==> run_1/final_congestion.png <==
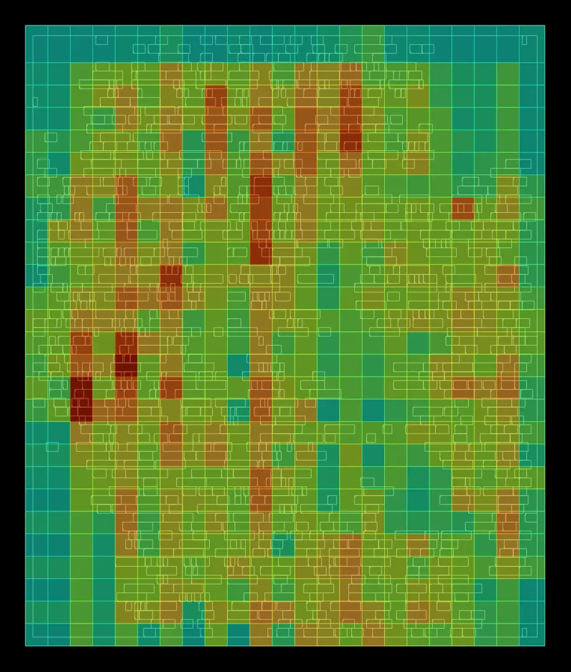
==> run_1/met3.png <==
Drawn at 1.5 px/micron.
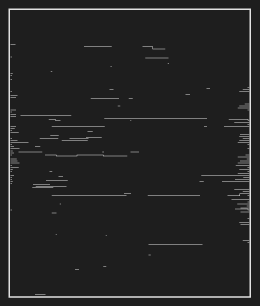
==> run_1/met2.png <==
Drawn at 1.5 px/micron. Cells faint in the background.
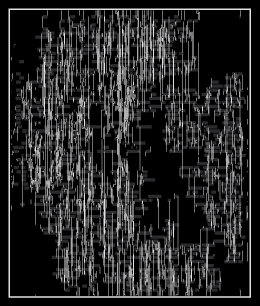
### src/rtl/fetch_unit_if.sv
// Fetch-stage bundle: instruction-memory request/response, execute redirect and the decode stream.
// master = fetch unit side, slave = memory/execute/decode side.
interface fetch_unit_if;
  logic        imem_req_valid;
  logic        imem_req_ready;
  logic [31:0] imem_req_addr;
  logic        imem_rsp_valid;
  logic [31:0] imem_rsp_data;
  logic        redirect_valid;
  logic [31:0] redirect_pc;
  logic        out_valid;
  logic        out_ready;
  logic [31:0] out_pc;
  logic [31:0] out_instr;

  modport master (
    output imem_req_valid, imem_req_addr, out_valid, out_pc, out_instr,
    input  imem_req_ready, imem_rsp_valid, imem_rsp_data, redirect_valid, redirect_pc, out_ready
  );

  modport slave (
    input  imem_req_valid, imem_req_addr, out_valid, out_pc, out_instr,
    output imem_req_ready, imem_rsp_valid, imem_rsp_data, redirect_valid, redirect_pc, out_ready
  );
endinterface

### src/rtl/fetch_unit.sv
// RISC-V fetch stage: credit-limited in-order instruction fetch with a small response buffer
// and redirect handling that drops stale in-flight responses as they return.

module fetch_unit_chk #(
  parameter int CW = 2
) (
  input logic          clk,
  input logic          rst,
  input logic          rsp_valid,
  input logic [CW-1:0] inflight,
  input logic [CW-1:0] drop
);
  // A response must answer an outstanding request; dropped ones are a subset of in-flight ones.
  a_rsp_needs_inflight: assert property (@(posedge clk) disable iff (rst) rsp_valid |-> (inflight != '0));
  a_drop_le_inflight:   assert property (@(posedge clk) disable iff (rst) drop <= inflight);
endmodule

module fetch_unit #(
  parameter logic [31:0] RESET_PC = 32'h0000_0000,
  parameter int unsigned DEPTH    = 2
) (
  input logic          clk,
  input logic          rst,
  fetch_unit_if.master bus
);
  localparam int unsigned AW = $clog2(DEPTH);
  localparam int unsigned CW = AW + 1;
  localparam logic [CW:0] DEPTH_W = (CW+1)'(DEPTH);

  logic [31:0]   pc_q, pc_d;
  logic [CW-1:0] inflight_q, inflight_d, drop_q, drop_d, buf_cnt_q, buf_cnt_d;
  logic [AW-1:0] tag_wp_q, tag_wp_d, tag_rp_q, tag_rp_d;
  logic [AW-1:0] buf_wp_q, buf_wp_d, buf_rp_q, buf_rp_d;
  logic [31:0]   tag_mem_q [DEPTH];
  logic [31:0]   tag_mem_d [DEPTH];
  logic [31:0]   buf_pc_q [DEPTH];
  logic [31:0]   buf_pc_d [DEPTH];
  logic [31:0]   buf_instr_q [DEPTH];
  logic [31:0]   buf_instr_d [DEPTH];
  logic          credit_s, redir_s, req_valid_s, req_fire_s, rsp_s, keep_s, pop_s, out_valid_s;

  // Handshake qualifiers and next state; a redirect overrides every other event of its cycle.
  always_comb begin
    credit_s    = ({1'b0, inflight_q} + {1'b0, buf_cnt_q}) < DEPTH_W;
    redir_s     = bus.redirect_valid;
    req_valid_s = credit_s && !redir_s && !rst;
    req_fire_s  = req_valid_s && bus.imem_req_ready;
    rsp_s       = bus.imem_rsp_valid;
    out_valid_s = buf_cnt_q != '0;
    keep_s      = rsp_s && (drop_q == '0) && !redir_s;
    pop_s       = out_valid_s && bus.out_ready && !redir_s;

    pc_d        = pc_q;
    tag_mem_d   = tag_mem_q;
    buf_pc_d    = buf_pc_q;
    buf_instr_d = buf_instr_q;
    tag_wp_d    = tag_wp_q + AW'(req_fire_s);
    tag_rp_d    = tag_rp_q + AW'(rsp_s);
    inflight_d  = inflight_q + CW'(req_fire_s) - CW'(rsp_s);

    if (req_fire_s) begin
      tag_mem_d[tag_wp_q] = pc_q;
    end else begin
      tag_mem_d = tag_mem_q;
    end

    if (redir_s) begin
      // Every request still outstanding after this cycle belongs to the old path.
      pc_d      = bus.redirect_pc & 32'hFFFF_FFFC;
      drop_d    = inflight_q - CW'(rsp_s);
      buf_cnt_d = '0;
      buf_wp_d  = '0;
      buf_rp_d  = '0;
    end else begin
      pc_d      = req_fire_s ? (pc_q + 32'd4) : pc_q;
      drop_d    = (rsp_s && (drop_q != '0)) ? (drop_q - CW'(1)) : drop_q;
      buf_cnt_d = buf_cnt_q + CW'(keep_s) - CW'(pop_s);
      buf_wp_d  = buf_wp_q + AW'(keep_s);
      buf_rp_d  = buf_rp_q + AW'(pop_s);
    end

    if (keep_s) begin
      buf_pc_d[buf_wp_q]    = tag_mem_q[tag_rp_q];
      buf_instr_d[buf_wp_q] = bus.imem_rsp_data;
    end else begin
      buf_pc_d    = buf_pc_q;
      buf_instr_d = buf_instr_q;
    end
  end

  // State registers.
  always_ff @(posedge clk or posedge rst) begin
    if (rst) begin
      pc_q        <= RESET_PC & 32'hFFFF_FFFC;
      inflight_q  <= '0;
      drop_q      <= '0;
      buf_cnt_q   <= '0;
      tag_wp_q    <= '0;
      tag_rp_q    <= '0;
      buf_wp_q    <= '0;
      buf_rp_q    <= '0;
      tag_mem_q   <= '{default: 32'h0};
      buf_pc_q    <= '{default: 32'h0};
      buf_instr_q <= '{default: 32'h0};
    end else begin
      pc_q        <= pc_d;
      inflight_q  <= inflight_d;
      drop_q      <= drop_d;
      buf_cnt_q   <= buf_cnt_d;
      tag_wp_q    <= tag_wp_d;
      tag_rp_q    <= tag_rp_d;
      buf_wp_q    <= buf_wp_d;
      buf_rp_q    <= buf_rp_d;
      tag_mem_q   <= tag_mem_d;
      buf_pc_q    <= buf_pc_d;
      buf_instr_q <= buf_instr_d;
    end
  end

  assign bus.imem_req_valid = req_valid_s;
  assign bus.imem_req_addr  = pc_q & 32'hFFFF_FFFC;
  assign bus.out_valid      = out_valid_s;
  assign bus.out_pc         = buf_pc_q[buf_rp_q];
  assign bus.out_instr      = buf_instr_q[buf_rp_q];

  fetch_unit_chk #(.CW(int'(CW))) u_chk (
    .clk       (clk),
    .rst       (rst),
    .rsp_valid (rsp_s),
    .inflight  (inflight_q),
    .drop      (drop_q)
  );
endmodule

### src/flat_wrapper.sv
// flat-port wrapper written by rule: the top's interface ports become plain ports
module fetch_unit_flat 
#(
  parameter logic [31:0] RESET_PC = 32'h0000_0000,
  parameter int unsigned DEPTH    = 2
)
  (clk, rst, bus_imem_req_valid, bus_imem_req_addr, bus_out_valid, bus_out_pc, bus_out_instr, bus_imem_req_ready, bus_imem_rsp_valid, bus_imem_rsp_data, bus_redirect_valid, bus_redirect_pc, bus_out_ready);
  fetch_unit_if bus_i ();
  input logic clk;
  input logic rst;
  output wire logic [$bits(bus_i.imem_req_valid)-1:0] bus_imem_req_valid;
  output wire logic [$bits(bus_i.imem_req_addr)-1:0] bus_imem_req_addr;
  output wire logic [$bits(bus_i.out_valid)-1:0] bus_out_valid;
  output wire logic [$bits(bus_i.out_pc)-1:0] bus_out_pc;
  output wire logic [$bits(bus_i.out_instr)-1:0] bus_out_instr;
  input wire logic [$bits(bus_i.imem_req_ready)-1:0] bus_imem_req_ready;
  input wire logic [$bits(bus_i.imem_rsp_valid)-1:0] bus_imem_rsp_valid;
  input wire logic [$bits(bus_i.imem_rsp_data)-1:0] bus_imem_rsp_data;
  input wire logic [$bits(bus_i.redirect_valid)-1:0] bus_redirect_valid;
  input wire logic [$bits(bus_i.redirect_pc)-1:0] bus_redirect_pc;
  input wire logic [$bits(bus_i.out_ready)-1:0] bus_out_ready;
  assign bus_imem_req_valid = bus_i.imem_req_valid;
  assign bus_imem_req_addr = bus_i.imem_req_addr;
  assign bus_out_valid = bus_i.out_valid;
  assign bus_out_pc = bus_i.out_pc;
  assign bus_out_instr = bus_i.out_instr;
  assign bus_i.imem_req_ready = bus_imem_req_ready;
  assign bus_i.imem_rsp_valid = bus_imem_rsp_valid;
  assign bus_i.imem_rsp_data = bus_imem_rsp_data;
  assign bus_i.redirect_valid = bus_redirect_valid;
  assign bus_i.redirect_pc = bus_redirect_pc;
  assign bus_i.out_ready = bus_out_ready;
  fetch_unit #(.RESET_PC(RESET_PC), .DEPTH(DEPTH)) u_core (.clk(clk), .rst(rst), .bus(bus_i));
endmodule
### config.mk
export PLATFORM = sky130hd
export DESIGN_NAME = fetch_unit_flat
export DESIGN_NICKNAME = d
export VERILOG_FILES = /design/src/rtl/fetch_unit_if.sv /design/src/rtl/fetch_unit.sv /design/src/flat_wrapper.sv
export SDC_FILE = /design/constraint.sdc
export NUM_CORES = 1
export LEC_CHECK = 0
export CAP_MARGIN = 30
export CORE_ASPECT_RATIO = 1.2
export CORE_MARGIN = 2
export CORE_UTILIZATION = 35
export CTS_CLUSTER_DIAMETER = 50
export DETAILED_ROUTE_END_ITERATION = 16
export GPL_ROUTABILITY_DRIVEN = 1
export SETUP_SLACK_MARGIN = 0.5
export SLEW_MARGIN = 20
export SYNTH_ARGS = -nofsm -noshare
export SYNTH_HDL_FRONTEND = slang
export SYNTH_SLANG_ARGS = --single-unit
### constraint.sdc
create_clock -name clk -period 12.54 [get_ports clk]
set_clock_uncertainty 0.15 [all_clocks]
set_input_delay 3.135 -clock clk [delete_from_list [all_inputs] [get_ports clk]]
set_output_delay 3.135 -clock clk [all_outputs]
set_load 0.1 [all_outputs]
==> results.txt, run 1 <==
Implementation status.

- Per the detail_route report, routed wire per instance is 17.2 microns.
- After Yosys synthesis, and, or, nand and nor cells account for 8.90% of the synthesized area.
- The number of maximum-capacitance constraint violations is 0.
- The overall die area is ~0.03 sq mm.
- The standard-cell row count is around 68.
- The kind of cell with the highest combined delay on the critical path is buffers and inverters.
- The CTS clock-pin slew for the worst setup and hold paths is 0.06 ns.
- The final-report max-slew violation count is 0.
- Of the total power, the share spent switching nets is between 40% and 50%.
- The slack of the worst reg-to-reg path is ~8.4 ns.
- Looking at the power breakdown, combinational cells take 49.6% of the total.
- The path type of the worst min-delay path is register to register.
- Counting instances, the worst hold path has a depth of 1.
- The fmax is about 120 MHz.
- The post-layout minimum cycle time is roughly 8.3 ns.
- The run finished with clean final reports.
- According to the timing report, the data required time at the worst endpoint equals approximately 9.3 ns.
- The share of power burned in registers is a little under a third.
- The number of storage elements in the synthesis netlist is approximately 220.
- The cell area that synthesis handed to floorplanning was 0.0102 sq mm.
- The critical path data arrival time is 5.06 ns.
- The number of cells on the worst reg-to-reg path is 9.
- The first detailed-routing pass ran for 4 iterations.
- TritonCTS built the clock tree.
About final_congestion.png:
global-route usage over all layers: 15.8%
met3 layer usage reported by global route: 1.91%

About met3.png:
share of all routed wire = 4.0%
longest straight run = 68.1 microns
vias after detailed routing: 6944
Routed WL: 23900 microns

About met2.png:
share of all routed wire = 50%
longest straight run = 68.3 microns
met2 demand-to-capacity share in global routing: 27.4%

## run 1: through the flow
step           hold WS, ns  cell area, sq um  setup slack (ns)
2_1_floorplan        0.325             10200              3.12
4_1_cts              0.356             13100              4.17
6_report             0.351             13200              4.19
5_1_grt              0.367             13200              4.14
3_5_place_dp         0.340             12200              4.16
3_3_place_gp         0.333             12100              4.17
## run 1: registers in the layout, summed over array words and instances (netlist names)
signal              count
u_core.pc_q            30
u_core.tag_rp_q         1
u_core.inflight_q       2
u_core.tag_wp_q         1
u_core.buf_cnt_q        2
u_core.buf_wp_q         1
u_core.buf_pc_q        60
u_core.drop_q           2
u_core.tag_mem_q       60
u_core.buf_instr_q     64
u_core.buf_rp_q         1
## run 1: layout make-up
| class | count | area (sq um) | area share [%] |
|---|---|---|---|
| inverter | 16 | 67.6 | 0.513 |
| timing repair buffer | 175 | 1810 | 13.8 |
| multi-input combinational | 546 | 4300 | 32.7 |
| clock inverter | 9 | 138 | 1.05 |
| tap | 385 | 482 | 3.66 |
| sequential | 224 | 5610 | 42.6 |
| clock buffer | 37 | 753 | 5.72 |
## run 1: power groups by stage
stage	registers, mW	clock network, mW	logic [mW]
floorplan	1.20	0	1.44
global placement	1.18	0	1.86
detailed placement	1.18	0	1.92
CTS	1.16	0.803	1.93
global route	1.20	0.832	2.00
finish	1.16	0.780	1.91
## run 1: synthesized netlist by cell type (all sizes together)
master	count	area share, %
o31a	2	0.17
a211oi	2	0.15
mux2i	31	3.0
mux2	188	21
xnor2	4	0.34
nor4	5	0.58
a21oi	66	3.2
a32oi	3	0.26
nand3b	4	0.29
a31oi	3	0.18
and4	3	0.28
o21ai	20	0.98
nor2b	7	0.43
nor2	83	3.1
inv	16	0.59
and2	2	0.12
xor2	5	0.43
a22o	1	0.086
a22oi	2	0.15
conb	1	0.037
nor3	2	0.21
o311ai	9	0.77
nand3	14	0.69
fa	1	0.20
nand4	12	0.80
clkbuf	40	1.5
or2	1	0.061
o311a	1	0.098
dfrtp	224	55
or4b	1	0.098
nand2	37	1.4
buf	19	0.96
or4	2	0.15
ha	10	1.2
a221o	4	0.39
o211ai	6	0.44
nor3b	1	0.074
or3	3	0.23
nand2b	2	0.12
and3	5	0.31
## run 1: worst max path at each step
stage / from / end / cells after the start
5_1_grt: rst / bus_imem_req_valid / 3
2_1_floorplan: rst / u_core.buf_cnt_q[0] / 1
3_3_place_gp: rst / bus_imem_req_valid / 3
6_report: rst / bus_imem_req_valid / 3
4_1_cts: rst / bus_imem_req_valid / 3
3_5_place_dp: rst / bus_imem_req_valid / 3
## run 1: metal layers
metal | part of all wire [%] | GRT usage [%] | vias up
li1 | - | - | 3290
met1 | 44 | 20.9 | 3460
met2 | 50 | 27.4 | 161
met3 | 4.0 | 1.91 | 33
met4 | 2.1 | 4.51 | 0
met5 | 0 | 0 | -
==> run 2, diff against run 1 <==
==> constraint.sdc (replaced) <==
create_clock -name clk -period 7.6 [get_ports clk]
set_clock_uncertainty 0.15 [all_clocks]
set_input_delay 1.9 -clock clk [delete_from_list [all_inputs] [get_ports clk]]
set_output_delay 1.9 -clock clk [all_outputs]
set_load 0.1 [all_outputs]
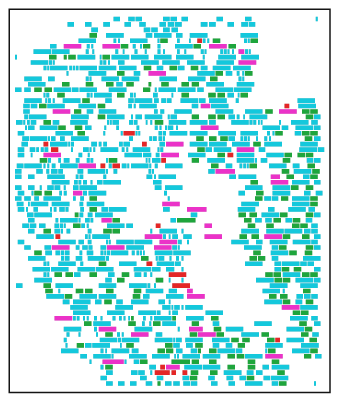
(run_2/drive_strength.png)
Drawn at 2 px/micron.
red -> drive 3 to 4  # cells 20
magenta -> drive 6 and up  # cells 41
cyan -> drive 1 or less  # cells 751
green -> drive 2  # cells 200
area grow syn2layout: 29.2%
final worst slack: 1.81 ns
post-route cell area: 0.0131 sq mm

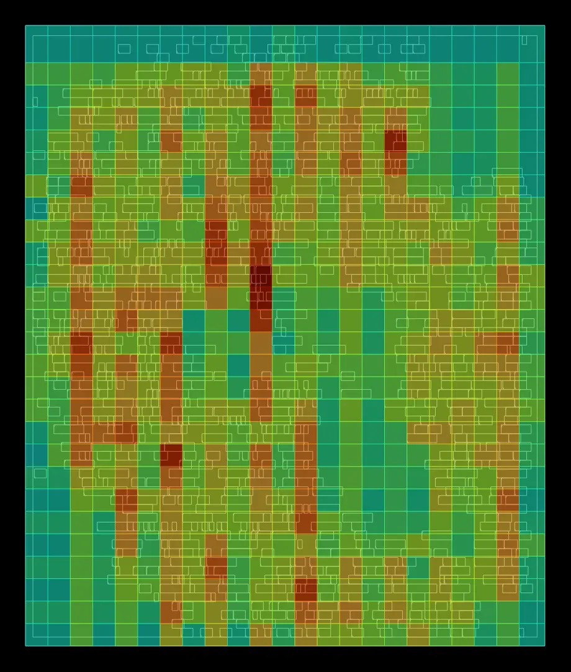
(run_2/final_congestion.png)
met3 layer usage reported by global route: 2.81%
met2 demand-to-capacity share in global routing: 27.5%
global routing met1 resource utilization: 21.0%
most utilized layer in the global route result: met2

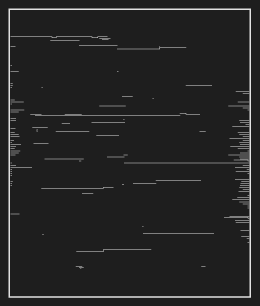
(run_2/met3.png)
Drawn at 1.5 px/micron.
longest straight run = 96.6 microns
share of all routed wire = 5.0%
vias after detailed routing: 6958
Routed WL: 24200 microns

==> run 2 against run 1 <==
  * Critical path depth stayed put
  * Sequential power grew 66%
  * Non-clock buffer count did not move
  * Largest cell class unchanged
  * Highest routed layer unchanged
==> results.txt, run 2 <==
Implementation status.

- The flow ran to the end, and the final reports show no timing, DRC or antenna violations.
- OpenSTA, run right after detailed placement, puts the worst setup slack at roughly 1.8 ns.
- The number of enable-type register cells in the synthesized netlist is 0.
- Summing over the stages, the warning tally comes to 33.
- TritonCTS built the clock tree.
- The most common cell in the synthesized netlist is sky130_fd_sc_hd__dfrtp_1.
- The biggest area contributor in the post-synthesis netlist is sky130_fd_sc_hd__dfrtp_1.
- The area share of the largest cell type after synthesis is a little under three fifths.
- The total global routing track utilization is ~16%.
- The placement-stage cell area is ~0.012 sq mm.
- The largest registers in the layout are u_core.buf_instr_q x64, u_core.buf_pc_q x60, u_core.tag_mem_q x60.
- The critical path data arrival time is approximately 3.7 ns.
- The total standard cell area after synthesis is approximately 0.010 sq mm.
- The cell at the slowest stage of the critical path is sky130_fd_sc_hd__clkdlybuf4s50_1.
- The post-layout minimum cycle time is 5.79 ns.
- The run reported a max-capacitance violation count of 0.
- The main flop type is sky130_fd_sc_hd__dfrtp_1.
- The required time at the worst endpoint is listed as between 5 and 6 ns.
- Across all register-to-register paths, the minimum setup slack is roughly 3.7 ns.
- The number of stages on the worst hold path is 1.
- The register with the most flip-flops in the layout has around 64 of them.
- For this sky-water flow run, the detailed-routed wirelength per cell is reported as between 15 and 20 microns.
- The kind of cell with the highest combined delay on the critical path is buffers and inverters.
- The initialized floorplan defines 68 standard-cell rows.
- The final timing report lists a max-slew violation count of 0.
- For reference, the top cells by count after synthesis are 224 x sky130_fd_sc_hd__dfrtp_1, 188 x sky130_fd_sc_hd__mux2_2, 83 x sky130_fd_sc_hd__nor2_1.
- The post-cts repair resize count is 0.
- The length of the first detailed-routing pass in iterations is 4.
- The number of storage elements in the synthesis netlist is 224.
- The number of cells on the worst reg-to-reg path is 10.
- Based on the critical path, the design can be clocked at up to between 150 and 200 MHz.
[run 2: cell counts after synthesis]
No cell type changed its count.
[run 2: how the worst max path moves through the flow]
stage | slack, ns | cells after the start | to | startpoint
2_1_floorplan | 2.43 | 2 | bus_imem_req_valid | bus_redirect_valid
3_3_place_gp | 1.80 | 3 | bus_imem_req_valid | rst
3_5_place_dp | 1.79 | 3 | bus_imem_req_valid | rst
4_1_cts | 1.79 | 3 | bus_imem_req_valid | rst
5_1_grt | 1.77 | 3 | bus_imem_req_valid | rst
6_report | 1.81 | 3 | bus_imem_req_valid | rst
[run 2: power by group]
group,switching (mW),internal (mW),leakage [nW]
Clock,0.506,0.767,0.441
Sequential,0.281,1.64,2.81
Combinational,2.16,0.965,2.45
Total,2.95,3.38,5.70
[run 2: per-layer routing]
metal	vias to the layer above	wire, microns	track usage [%]
met2	161	11900	27.5
met4	0	410	3.95
met1	3461	10700	21.0
li1	3310	-	-
met5	-	0	0
met3	26	1220	2.81
[run 2: kinds of logic after synthesis]
group / after synthesis / synth area share (%)
compound gates: 119 / 6.93
fa+ha+maj: 11 / 1.43
mux: 219 / 23.8
simple gates: 184 / 8.90
buf+inv: 75 / 3.02
flops: 224 / 55.1
xor+xnor: 9 / 0.774
other cells: 1 / 0.0368
[run 2: final cells by class]
| type | count | area (sq um) | area share [%] |
|---|---|---|---|
| diodes | 1 | 2.50 | 0.0190 |
| clock buffers | 39 | 793 | 6.03 |
| clock inverters | 12 | 111 | 0.847 |
| inverters | 16 | 63.8 | 0.485 |
| multi-input cells | 546 | 4300 | 32.7 |
| flip-flops and latches | 224 | 5610 | 42.7 |
| well taps | 385 | 482 | 3.66 |
| repair buffers | 175 | 1780 | 13.6 |
[run 2: stage by stage]
stage	hold slack [ns]	power, mW
final	0.350	6.32
after global routing	0.366	6.63
after CTS	0.355	6.40
after detailed placement	0.340	5.10
after global placement	0.333	5.03
after floorplan	0.325	4.37
==> run 3, diff against run 2 <==
==> constraint.sdc (replaced) <==
create_clock -name clk -period 5.8 [get_ports clk]
set_clock_uncertainty 0.15 [all_clocks]
set_input_delay 1.45 -clock clk [delete_from_list [all_inputs] [get_ports clk]]
set_output_delay 1.45 -clock clk [all_outputs]
set_load 0.1 [all_outputs]
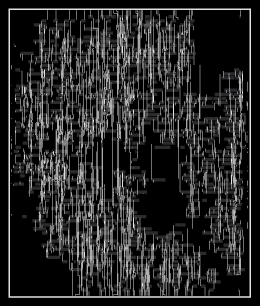
(run_3/met2.png)
Drawn at 1.5 px/micron. Cells faint in the background.
share of all routed wire = 49%
main direction = vertical
longest straight run = 77.5 microns
vias after detailed routing: 7021
Routed WL: 24300 microns
met2 demand-to-capacity share in global routing: 27.9%

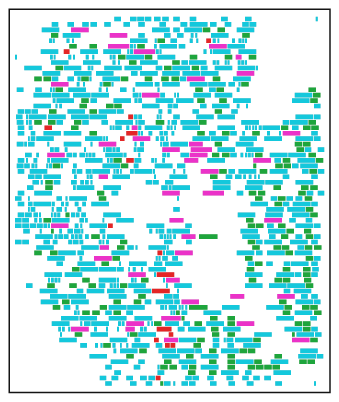
(run_3/drive_strength.png)
Drawn at 2 px/micron.
magenta -> drive 6 and up  # cells 44
green -> drive 2  # cells 200
cyan -> drive 1 or less  # cells 747
red -> drive 3 to 4  # cells 17
final worst slack: 0.999 ns
count of buffers not belonging to the clock network in the layout: 175
post-route cell area: 0.0132 sq mm
area grow syn2layout: 29.6%

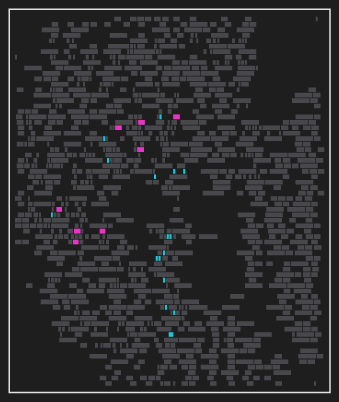
(run_3/gate_families.png)
Drawn at 2 px/micron.
cyan -> inverters  # cells 16, most used inv_1
magenta -> AND-OR and OR-AND gates  # cells 8, most used a221o_1
final non-filler cell total: 1395
dominant logic cell type in the layout: sky130_fd_sc_hd__dfrtp_1
multi-input gate share of the layout cell area: 32.6%

==> run 3 against run 2 <==
  * Clock power grew 37%
  * Sequential share of layout area shrank 0.14 points
  * Synthesized cell count is the same
  * Critical path type is now register to output port
  * Wire length grew 0.47%
  * Largest power group unchanged
==> results.txt, run 3 <==
Implementation status.

- The flow ran to the end, and the final reports show no timing, DRC or antenna violations.
- The area fraction in full adders, half adders and majority gates is 1.43%.
- The first TritonRoute pass finished after 4 iterations.
- Setup repair after global routing left no endpoint under its margin.
- Dividing the detail-routed wire length by the instance count gives about 17 microns.
- The fmax is roughly 210 MHz.
- The synthesis report lists the most area-consuming cells as sky130_fd_sc_hd__dfrtp_1 55%, sky130_fd_sc_hd__mux2_2 21%, sky130_fd_sc_hd__a21oi_1 3.2%.
- Among the non-sequential cells, multiplexers take the most area.
- The standard-cell row count is 68.
- The post-synthesis simple-gate area fraction is between 8 and 9%.
- Yosys reports that the leading cell type by area covers between 50% and 60% of the netlist area.
- Summing internal, switching and leakage power gives 8.34 mW.
- The number of cells on the worst hold path is listed as 1.
- The largest registers in the layout are u_core.buf_instr_q x64, u_core.buf_pc_q x60, u_core.tag_mem_q x60.
- The kind of cell with the highest combined delay along the critical path is buffers and inverters.
- The CTS tree is yes.
- The count of input and output buffers is between 150 and 200.
- In the global route stage, overall resource usage came out at 16.2%.
- The first element of the critical path is u_core.buf_rp_q.
- The cell type with the highest aggregate area in the netlist is sky130_fd_sc_hd__dfrtp_1.
- The number of storage elements in the synthesis netlist is 224.
- For flop-to-flop paths, the worst setup slack is approximately 2.5 ns.
- Looking at the critical path, the single cell with the biggest stage delay is sky130_fd_sc_hd__dfrtp_2.
- The number of enable-type register cells in the synthesized netlist is 0.
- The STA report counts the stages on the worst setup path as 3.
- The number of maximum-capacitance violations recorded for the run is 0.
- The synthesized netlist devotes less than 1% of its cell area to XOR and XNOR gates.
- The final-report max-slew violation count is 0.
- The OpenROAD report gives the critical path a data arrival time of between 3 and 4 ns.
- By count the netlist is led by 224 x sky130_fd_sc_hd__dfrtp_1, 188 x sky130_fd_sc_hd__mux2_2, 83 x sky130_fd_sc_hd__nor2_1.
- STA lists the startpoint of the worst hold path as u_core.buf_instr_q[19].
- The flip-flop count of the largest register after layout is roughly 64.
- The warning total across the stage logs is 33.
- The compound-cell area share of the yosys netlist is between 6 and 7%.
- In this run the worst hold path is classified as register to register.
- The area fraction in mux cells is between 20% and 30%.
- The CTS clock-pin slew for the worst setup and hold paths is 0.06 ns.
- The total standard cell area after synthesis is between 0.01 and 0.015 sq mm.
- Before CTS, the worst setup slack after placement is 1.50 ns.
- Subtracting the final worst setup slack from the clock period gives between 4 and 5 ns.
- The global-route wire length before repair is a little under 40000 microns.
- The main flop type is sky130_fd_sc_hd__dfrtp_1.
- In the layout the commonest cells are 222 x sky130_fd_sc_hd__dfrtp_1, 188 x sky130_fd_sc_hd__mux2_2, 159 x sky130_fd_sc_hd__clkdlybuf4s50_1.
- The largest register by flop count is u_core.buf_instr_q.
- The number of cells on the worst reg-to-reg path is 9.
==> run 3: layer usage <==
metal	up-vias	GRT usage [%]	routed length [microns]
met4	2	4.58	520
li1	3281	-	-
met2	169	27.9	11900
met5	-	0	16
met3	38	3.13	1220
met1	3531	20.7	10700
==> run 3: final timing paths <==
| check | endpoint |
|---|---|
| max | bus_out_pc[6] |
| min | u_core.buf_instr_q[19] |
| max reg2reg | u_core.tag_mem_q[62] |
| min reg2reg | u_core.buf_instr_q[19] |
| max in group asynchronous | u_core.buf_instr_q[7] |
| min in group asynchronous | u_core.buf_pc_q[63] |
==> run 3: report_power, final <==
group	internal, mW	total, mW	switching, mW
logic	1.26	4.08	2.82
clock network	1.08	1.74	0.664
registers	2.15	2.53	0.373
total	4.49	8.34	3.86
==> run 3: metrics by stage <==
stage               instance area (sq um)  instances  hold slack, ns
floorplan                           10200        845           0.325
global placement                    12200       1343           0.333
detailed placement                  12200       1345           0.340
CTS                                 13200       1392           0.354
global route                        13200       1393           0.362
finish                              13200       1395           0.351
==> run 3: logic make-up (layout without fill, tap and decap cells) <==
logic type | Yosys count | count (layout)
buf+inv | 75 | 238
fa+ha+maj | 11 | 11
compound gates | 119 | 119
mux | 219 | 219
flops | 224 | 224
other cells | 1 | 6
xor+xnor | 9 | 9
simple gates | 184 | 184
==> run 3: final cells by class <==
type,count,area [sq um]
clock buffer,34,732
sequential,224,5610
timing repair buffer,175,1800
fill,2681,15500
clock inverter,13,194
antenna,2,5.00
tap,385,482
multi-input combinational,546,4300
inverter,16,63.8
==> run 3: worst register-to-register path: cells and delay by family, from the launching register on <==
kind / cells / cell delay [ns]
mux: 1 / 0.37
buf+inv: 3 / 0.72
flops: 1 / 0.34
simple gates: 3 / 0.60
fa+ha+maj: 2 / 1.04
No activity file was given, so power comes from the tool's default toggle rates.
